File: src/rtl/token_buf_arbiter_if.sv
// Request/grant and buffer-side signal bundle for the token buffer arbiter.
// master = requester/top side, slave = the arbiter.
interface token_buf_arbiter_if #(
    parameter int AW = 8,
    parameter int DW = 64
);
    logic [3:0]      rq_valid;
    logic [3:0]      rq_ready;
    logic [3:0]      rq_we;
    logic [4*AW-1:0] rq_addr;
    logic [4*DW-1:0] rq_wdata;
    logic            lock_en;
    logic [1:0]      lock_src;
    logic [1:0]      tb_src_sel;
    logic [3:0]      tb_req;
    logic            tb_we;
    logic [AW-1:0]   tb_addr;
    logic [DW-1:0]   tb_wdata;
    logic            rd_inflight;
    logic            busy;

    modport master (
        output rq_valid, rq_we, rq_addr, rq_wdata, lock_en, lock_src,
        input  rq_ready, tb_src_sel, tb_req, tb_we, tb_addr, tb_wdata, rd_inflight, busy
    );
    modport slave (
        input  rq_valid, rq_we, rq_addr, rq_wdata, lock_en, lock_src,
        output rq_ready, tb_src_sel, tb_req, tb_we, tb_addr, tb_wdata, rd_inflight, busy
    );
endinterface

File: src/rtl/token_buf_arbiter.sv
// Round-robin arbiter sharing the single-port token buffer between four requesters,
// with bounded bursts, optional source lock, switch gap and read-in-flight tracking.
module token_buf_arbiter #(
    parameter int AW         = 8,
    parameter int DW         = 64,
    parameter int MAX_BURST  = 4,
    parameter int SWITCH_GAP = 1,
    parameter int RD_LAT     = 3
) (
    input logic             clk,
    input logic             rst,
    token_buf_arbiter_if.slave bus
);
    localparam int BW = $clog2(MAX_BURST + 1);

    typedef enum logic [1:0] {IDLE, GRANT, REARB, GAP} state_t;

    state_t          state, state_nxt;
    logic [1:0]      cur, rr_ptr, win, src_sel;
    logic [BW-1:0]   burst_cnt;
    logic [2:0]      gap_cnt;
    logic [3:0]      elig, req;
    logic            we, fwe;
    logic [AW-1:0]   addr;
    logic [DW-1:0]   wdata;
    logic [RD_LAT-1:0] rd_sr;
    logic            xfer, rearb, grant_ld, gap_ld, rd_issue;

    // Scan from lowest priority (rr_ptr itself) to highest so the last hit wins.
    function automatic logic [1:0] pick(input logic [3:0] e, input logic [1:0] ptr);
        logic [1:0] idx;
        pick = ptr;
        for (int k = 4; k >= 1; k--) begin
            idx = ptr + 2'(k);
            if (e[idx]) pick = idx;
        end
    endfunction

    always_comb begin
        elig     = bus.rq_valid & (bus.lock_en ? (4'b0001 << bus.lock_src) : 4'hF);
        win      = pick(elig, rr_ptr);
        xfer     = (state == GRANT) && bus.rq_valid[cur];
        rearb    = (state == GRANT) &&
                   (!bus.rq_valid[cur] || (bus.lock_en && bus.lock_src != cur) ||
                    (xfer && burst_cnt == BW'(MAX_BURST - 1)));
        rd_issue = (|req) && !we;
        case (cur)
            2'd1:    fwe = 1'b0;
            2'd2:    fwe = 1'b1;
            default: fwe = bus.rq_we[cur];
        endcase
    end

    always_comb begin
        state_nxt = state;
        grant_ld  = 1'b0;
        gap_ld    = 1'b0;
        unique case (state)
            IDLE: begin
                if (|elig) begin
                    state_nxt = GRANT;
                    grant_ld  = 1'b1;
                end
            end
            GRANT: begin
                if (rearb) state_nxt = REARB;
            end
            REARB: begin
                if (elig == 4'b0000) begin
                    state_nxt = IDLE;
                end else if (win == cur || SWITCH_GAP == 0) begin
                    state_nxt = GRANT;
                    grant_ld  = 1'b1;
                end else begin
                    state_nxt = GAP;
                    gap_ld    = 1'b1;
                end
            end
            GAP: begin
                if (gap_cnt <= 3'd1) begin
                    if (|elig) begin
                        state_nxt = GRANT;
                        grant_ld  = 1'b1;
                    end else begin
                        state_nxt = IDLE;
                    end
                end
            end
        endcase
    end

    always_ff @(posedge clk) begin
        if (rst) begin
            state     <= IDLE;
            cur       <= 2'd0;
            rr_ptr    <= 2'd3;
            src_sel   <= 2'd0;
            burst_cnt <= '0;
            gap_cnt   <= 3'd0;
            req       <= 4'b0000;
            we        <= 1'b0;
            addr      <= '0;
            wdata     <= '0;
            rd_sr     <= '0;
        end else begin
            state <= state_nxt;
            if (grant_ld) begin
                cur       <= win;
                src_sel   <= win;
                burst_cnt <= '0;
            end else if (xfer) begin
                burst_cnt <= burst_cnt + 1'b1;
            end
            if (gap_ld)
                gap_cnt <= 3'(SWITCH_GAP);
            else if (state == GAP && gap_cnt != 3'd0)
                gap_cnt <= gap_cnt - 3'd1;
            // Buffer request is registered: one cycle after the handshake.
            req <= xfer ? (4'b0001 << cur) : 4'b0000;
            if (xfer) begin
                rr_ptr <= cur;
                we     <= fwe;
                addr   <= bus.rq_addr[cur*AW +: AW];
                wdata  <= bus.rq_wdata[cur*DW +: DW];
            end
            rd_sr <= (rd_sr << 1) | RD_LAT'(rd_issue);
        end
    end

    assign bus.rq_ready    = (state == GRANT) ? (4'b0001 << cur) : 4'b0000;
    assign bus.tb_src_sel  = src_sel;
    assign bus.tb_req      = req;
    assign bus.tb_we       = we;
    assign bus.tb_addr     = addr;
    assign bus.tb_wdata    = wdata;
    assign bus.rd_inflight = |rd_sr;
    assign bus.busy        = (state != IDLE) || (|rd_sr);

endmodule

File: src/flat_wrapper.sv
// flat-port wrapper written by rule: the top's interface ports become plain ports
module token_buf_arbiter_flat 
#(
    parameter int AW         = 8,
    parameter int DW         = 64,
    parameter int MAX_BURST  = 4,
    parameter int SWITCH_GAP = 1,
    parameter int RD_LAT     = 3
)
  (clk, rst, bus_rq_valid, bus_rq_we, bus_rq_addr, bus_rq_wdata, bus_lock_en, bus_lock_src, bus_rq_ready, bus_tb_src_sel, bus_tb_req, bus_tb_we, bus_tb_addr, bus_tb_wdata, bus_rd_inflight, bus_busy);
  token_buf_arbiter_if #(.AW(AW), .DW(DW)) bus_i ();
  input logic clk;
  input logic rst;
  input wire logic [$bits(bus_i.rq_valid)-1:0] bus_rq_valid;
  input wire logic [$bits(bus_i.rq_we)-1:0] bus_rq_we;
  input wire logic [$bits(bus_i.rq_addr)-1:0] bus_rq_addr;
  input wire logic [$bits(bus_i.rq_wdata)-1:0] bus_rq_wdata;
  input wire logic [$bits(bus_i.lock_en)-1:0] bus_lock_en;
  input wire logic [$bits(bus_i.lock_src)-1:0] bus_lock_src;
  output wire logic [$bits(bus_i.rq_ready)-1:0] bus_rq_ready;
  output wire logic [$bits(bus_i.tb_src_sel)-1:0] bus_tb_src_sel;
  output wire logic [$bits(bus_i.tb_req)-1:0] bus_tb_req;
  output wire logic [$bits(bus_i.tb_we)-1:0] bus_tb_we;
  output wire logic [$bits(bus_i.tb_addr)-1:0] bus_tb_addr;
  output wire logic [$bits(bus_i.tb_wdata)-1:0] bus_tb_wdata;
  output wire logic [$bits(bus_i.rd_inflight)-1:0] bus_rd_inflight;
  output wire logic [$bits(bus_i.busy)-1:0] bus_busy;
  assign bus_i.rq_valid = bus_rq_valid;
  assign bus_i.rq_we = bus_rq_we;
  assign bus_i.rq_addr = bus_rq_addr;
  assign bus_i.rq_wdata = bus_rq_wdata;
  assign bus_i.lock_en = bus_lock_en;
  assign bus_i.lock_src = bus_lock_src;
  assign bus_rq_ready = bus_i.rq_ready;
  assign bus_tb_src_sel = bus_i.tb_src_sel;
  assign bus_tb_req = bus_i.tb_req;
  assign bus_tb_we = bus_i.tb_we;
  assign bus_tb_addr = bus_i.tb_addr;
  assign bus_tb_wdata = bus_i.tb_wdata;
  assign bus_rd_inflight = bus_i.rd_inflight;
  assign bus_busy = bus_i.busy;
  token_buf_arbiter #(.AW(AW), .DW(DW), .MAX_BURST(MAX_BURST), .SWITCH_GAP(SWITCH_GAP), .RD_LAT(RD_LAT)) u_core (.clk(clk), .rst(rst), .bus(bus_i));
endmodule
File: config.mk
export PLATFORM = sky130hd
export DESIGN_NAME = token_buf_arbiter_flat
export DESIGN_NICKNAME = d
export VERILOG_FILES = /design/src/rtl/token_buf_arbiter_if.sv /design/src/rtl/token_buf_arbiter.sv /design/src/flat_wrapper.sv
export SDC_FILE = /design/constraint.sdc
export NUM_CORES = 1
export LEC_CHECK = 0
export CAP_MARGIN = 30
export CORE_AREA = 4 4 149 151
export CTS_CLUSTER_SIZE = 28
export DETAILED_ROUTE_END_ITERATION = 8
export DIE_AREA = 0 0 153 155
export DONT_BUFFER_PORTS = 1
export GPL_TIMING_DRIVEN = 0
export PLACE_DENSITY_LB_ADDON = 0.05
export SYNTH_ARGS = -nofsm -noshare
export SYNTH_HDL_FRONTEND = slang
export SYNTH_SLANG_ARGS = --single-unit
File: constraint.sdc
create_clock -name clk -period 2.5 [get_ports clk]
set_clock_uncertainty 0.15 [all_clocks]
set_input_delay 0.375 -clock clk [delete_from_list [all_inputs] [get_ports clk]]
set_output_delay 0.375 -clock clk [all_outputs]
set_load 0.05 [all_outputs]
**Wiring heat map**

Scale bar: 50 um. 31 x 31 tiles, from dark purple (low) to yellow (high), scaled to the fullest tile. Values are wire area over tile area, all layers added.
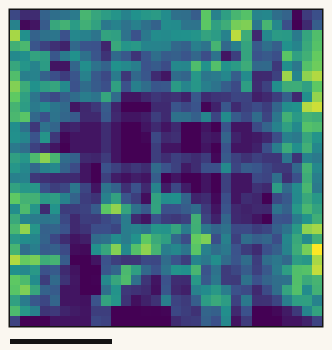
tiles over half the peak = 22%
fullest tile = 0.45
nearly empty tiles = 6.8%
mean over tiles = 0.15
emptiest ninth of the die = center
densest ninth of the die = upper right
Post-Route WL: 21.52 mm
drt wl/cell: 25.59 um
GRT Resource Usage Total: 0.1710
total number of vias: 4506

**Congestion heat map**

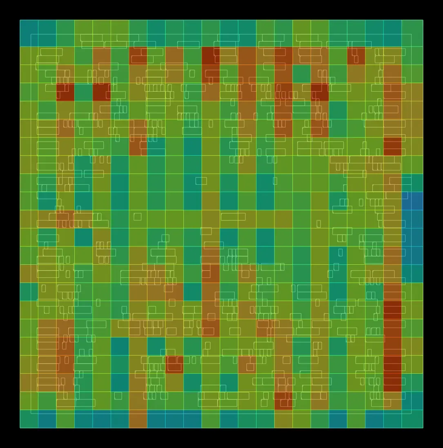
fin util: 0.2964
Most Used Layer, Global Route: met2
M2 GR Usage: 0.3047

**Cell classes on the final placement**

Scale bar: 50 um.
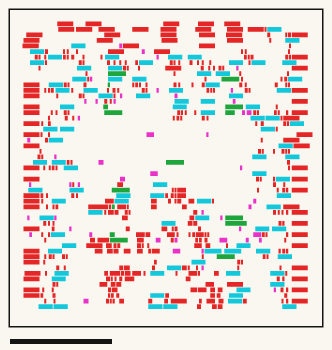
other buffers and delay cells -> magenta  # cells 48, share of their area 4.3%
flip-flops -> cyan  # cells 92, share of their area 32%
all other logic -> red  # cells 411, share of their area 59%
clock drivers and dummy loads -> green  # cells 15, share of their area 5.0%
# rows: 53
Core Box Area: 20820 um^2
Final Cell Area: 6172 um^2
Seq area share: 0.2996

**Sizing map**

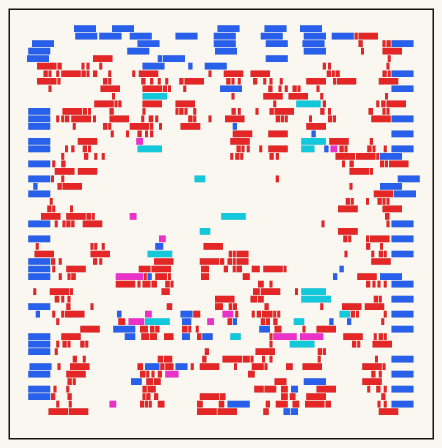
drive 2 -> blue  # cells 101, share 18%, most used mux4_2
drive 3 to 4 -> magenta  # cells 13, share 2.3%, most used buf_4
drive 6 and up -> cyan  # cells 16, share 2.8%, most used clkbuf_16
drive 1 or less -> red  # cells 436, share 77%, most used nand2_1
Area growth syn-to-layout: 13.14%
Final WS setup: 0.09424 ns

**Wires at chosen ports, followed through buffers**

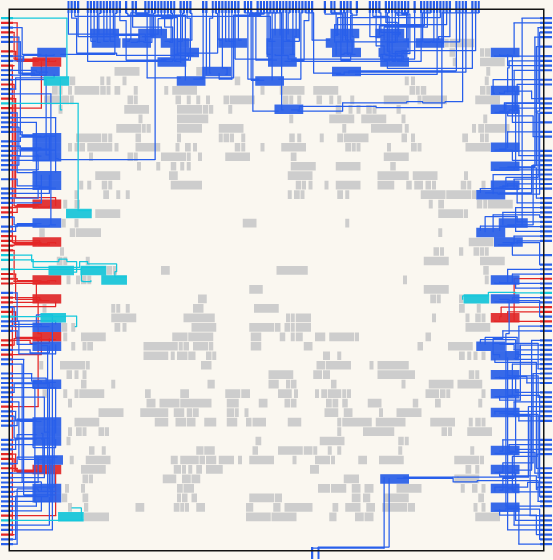
bus_tb_addr -> cyan  # bits 8, direction output, end cells 8, wire 274 um
bus_rq_wdata -> blue  # bits 256, direction input, end cells 64, wire 5650 um
bus_rq_addr -> red  # bits 32, direction input, end cells 8, wire 660 um
Buffers on Ports: 0
I/O Pins: 386

==> metrics.csv <==
stage,metric,value,unit
clocking,cts_root_buffer,clkbuf_16,
worst_setup_path,critPathArrivalTime,1.88,ns
clocking,hold_buffers,0,
power,ir_drop,284.6,uV
power,power_density,808.3,nW/um^2
sta,rsz0062_at_grt,false,
floorplan,fp_util,0.2620,
worst_setup_path,crit_top_cell,buf_6,
worst_setup_path,critPathKind,reg -> out,
global_routing,grt_max_degree,15,
floorplan,tapCellCount,275,
worst_setup_path,critPathLaunchType,register,
cells_and_area,inverters,10,
cells_and_area,seq_cells,92,
global_routing,use_met3,0.05647,
logic_synthesis,ys_top_logic_family,multiplexers,
logic_synthesis,syn_avg_cell_area,9.937,um^2
cells_and_area,buffer_area_frac,0.04095,
min_path,worstHoldStart,bus_rq_wdata[30],
global_routing,use_met1,0.1989,
logic_synthesis,yosysWarnings,0,
worst_setup_path,worstReg2RegStart,u_core.cur[0],
logic_synthesis,postSynthSeqShare,0.3376,
outcome,outcome,"complete, no violations",
power,combPwrFrac,0.290,
detailed_routing,drc,0,
power,switching_power,1.905,mW
cells_and_area,nClkBuffers,11,
logic_synthesis,ys_cells,549,
worst_setup_path,cp.depth,5,
logic_synthesis,ys_ff,92,
worst_setup_path,slowest_stage,dfxtp_4,
min_path,holdPathStages,3,
floorplan,die_x,153,um
logic_synthesis,ys_types,49,
job,warnings,29,
clocking,cts_made_buffers,9,
clocking,cts_resized,19,
worst_setup_path,endpoint_kind,output port,
clocking,postCtsSetupBuffers,1,
power,comb-power,1.44,mW
detailed_routing,vias_per_cell,5.358,
cells_and_area,comb_share,0.5502,
worst_setup_path,reg2reg_depth,7,
placed_design,place_worst_setup_slack,-0.9674,ns
power,total_power,4.989,mW
worst_setup_path,cp-endpoint,bus_rq_ready[2],
clocking,clkSinkCount,92,
cells_and_area,final_cells,841,
Power and IR drop assume default switching activity.
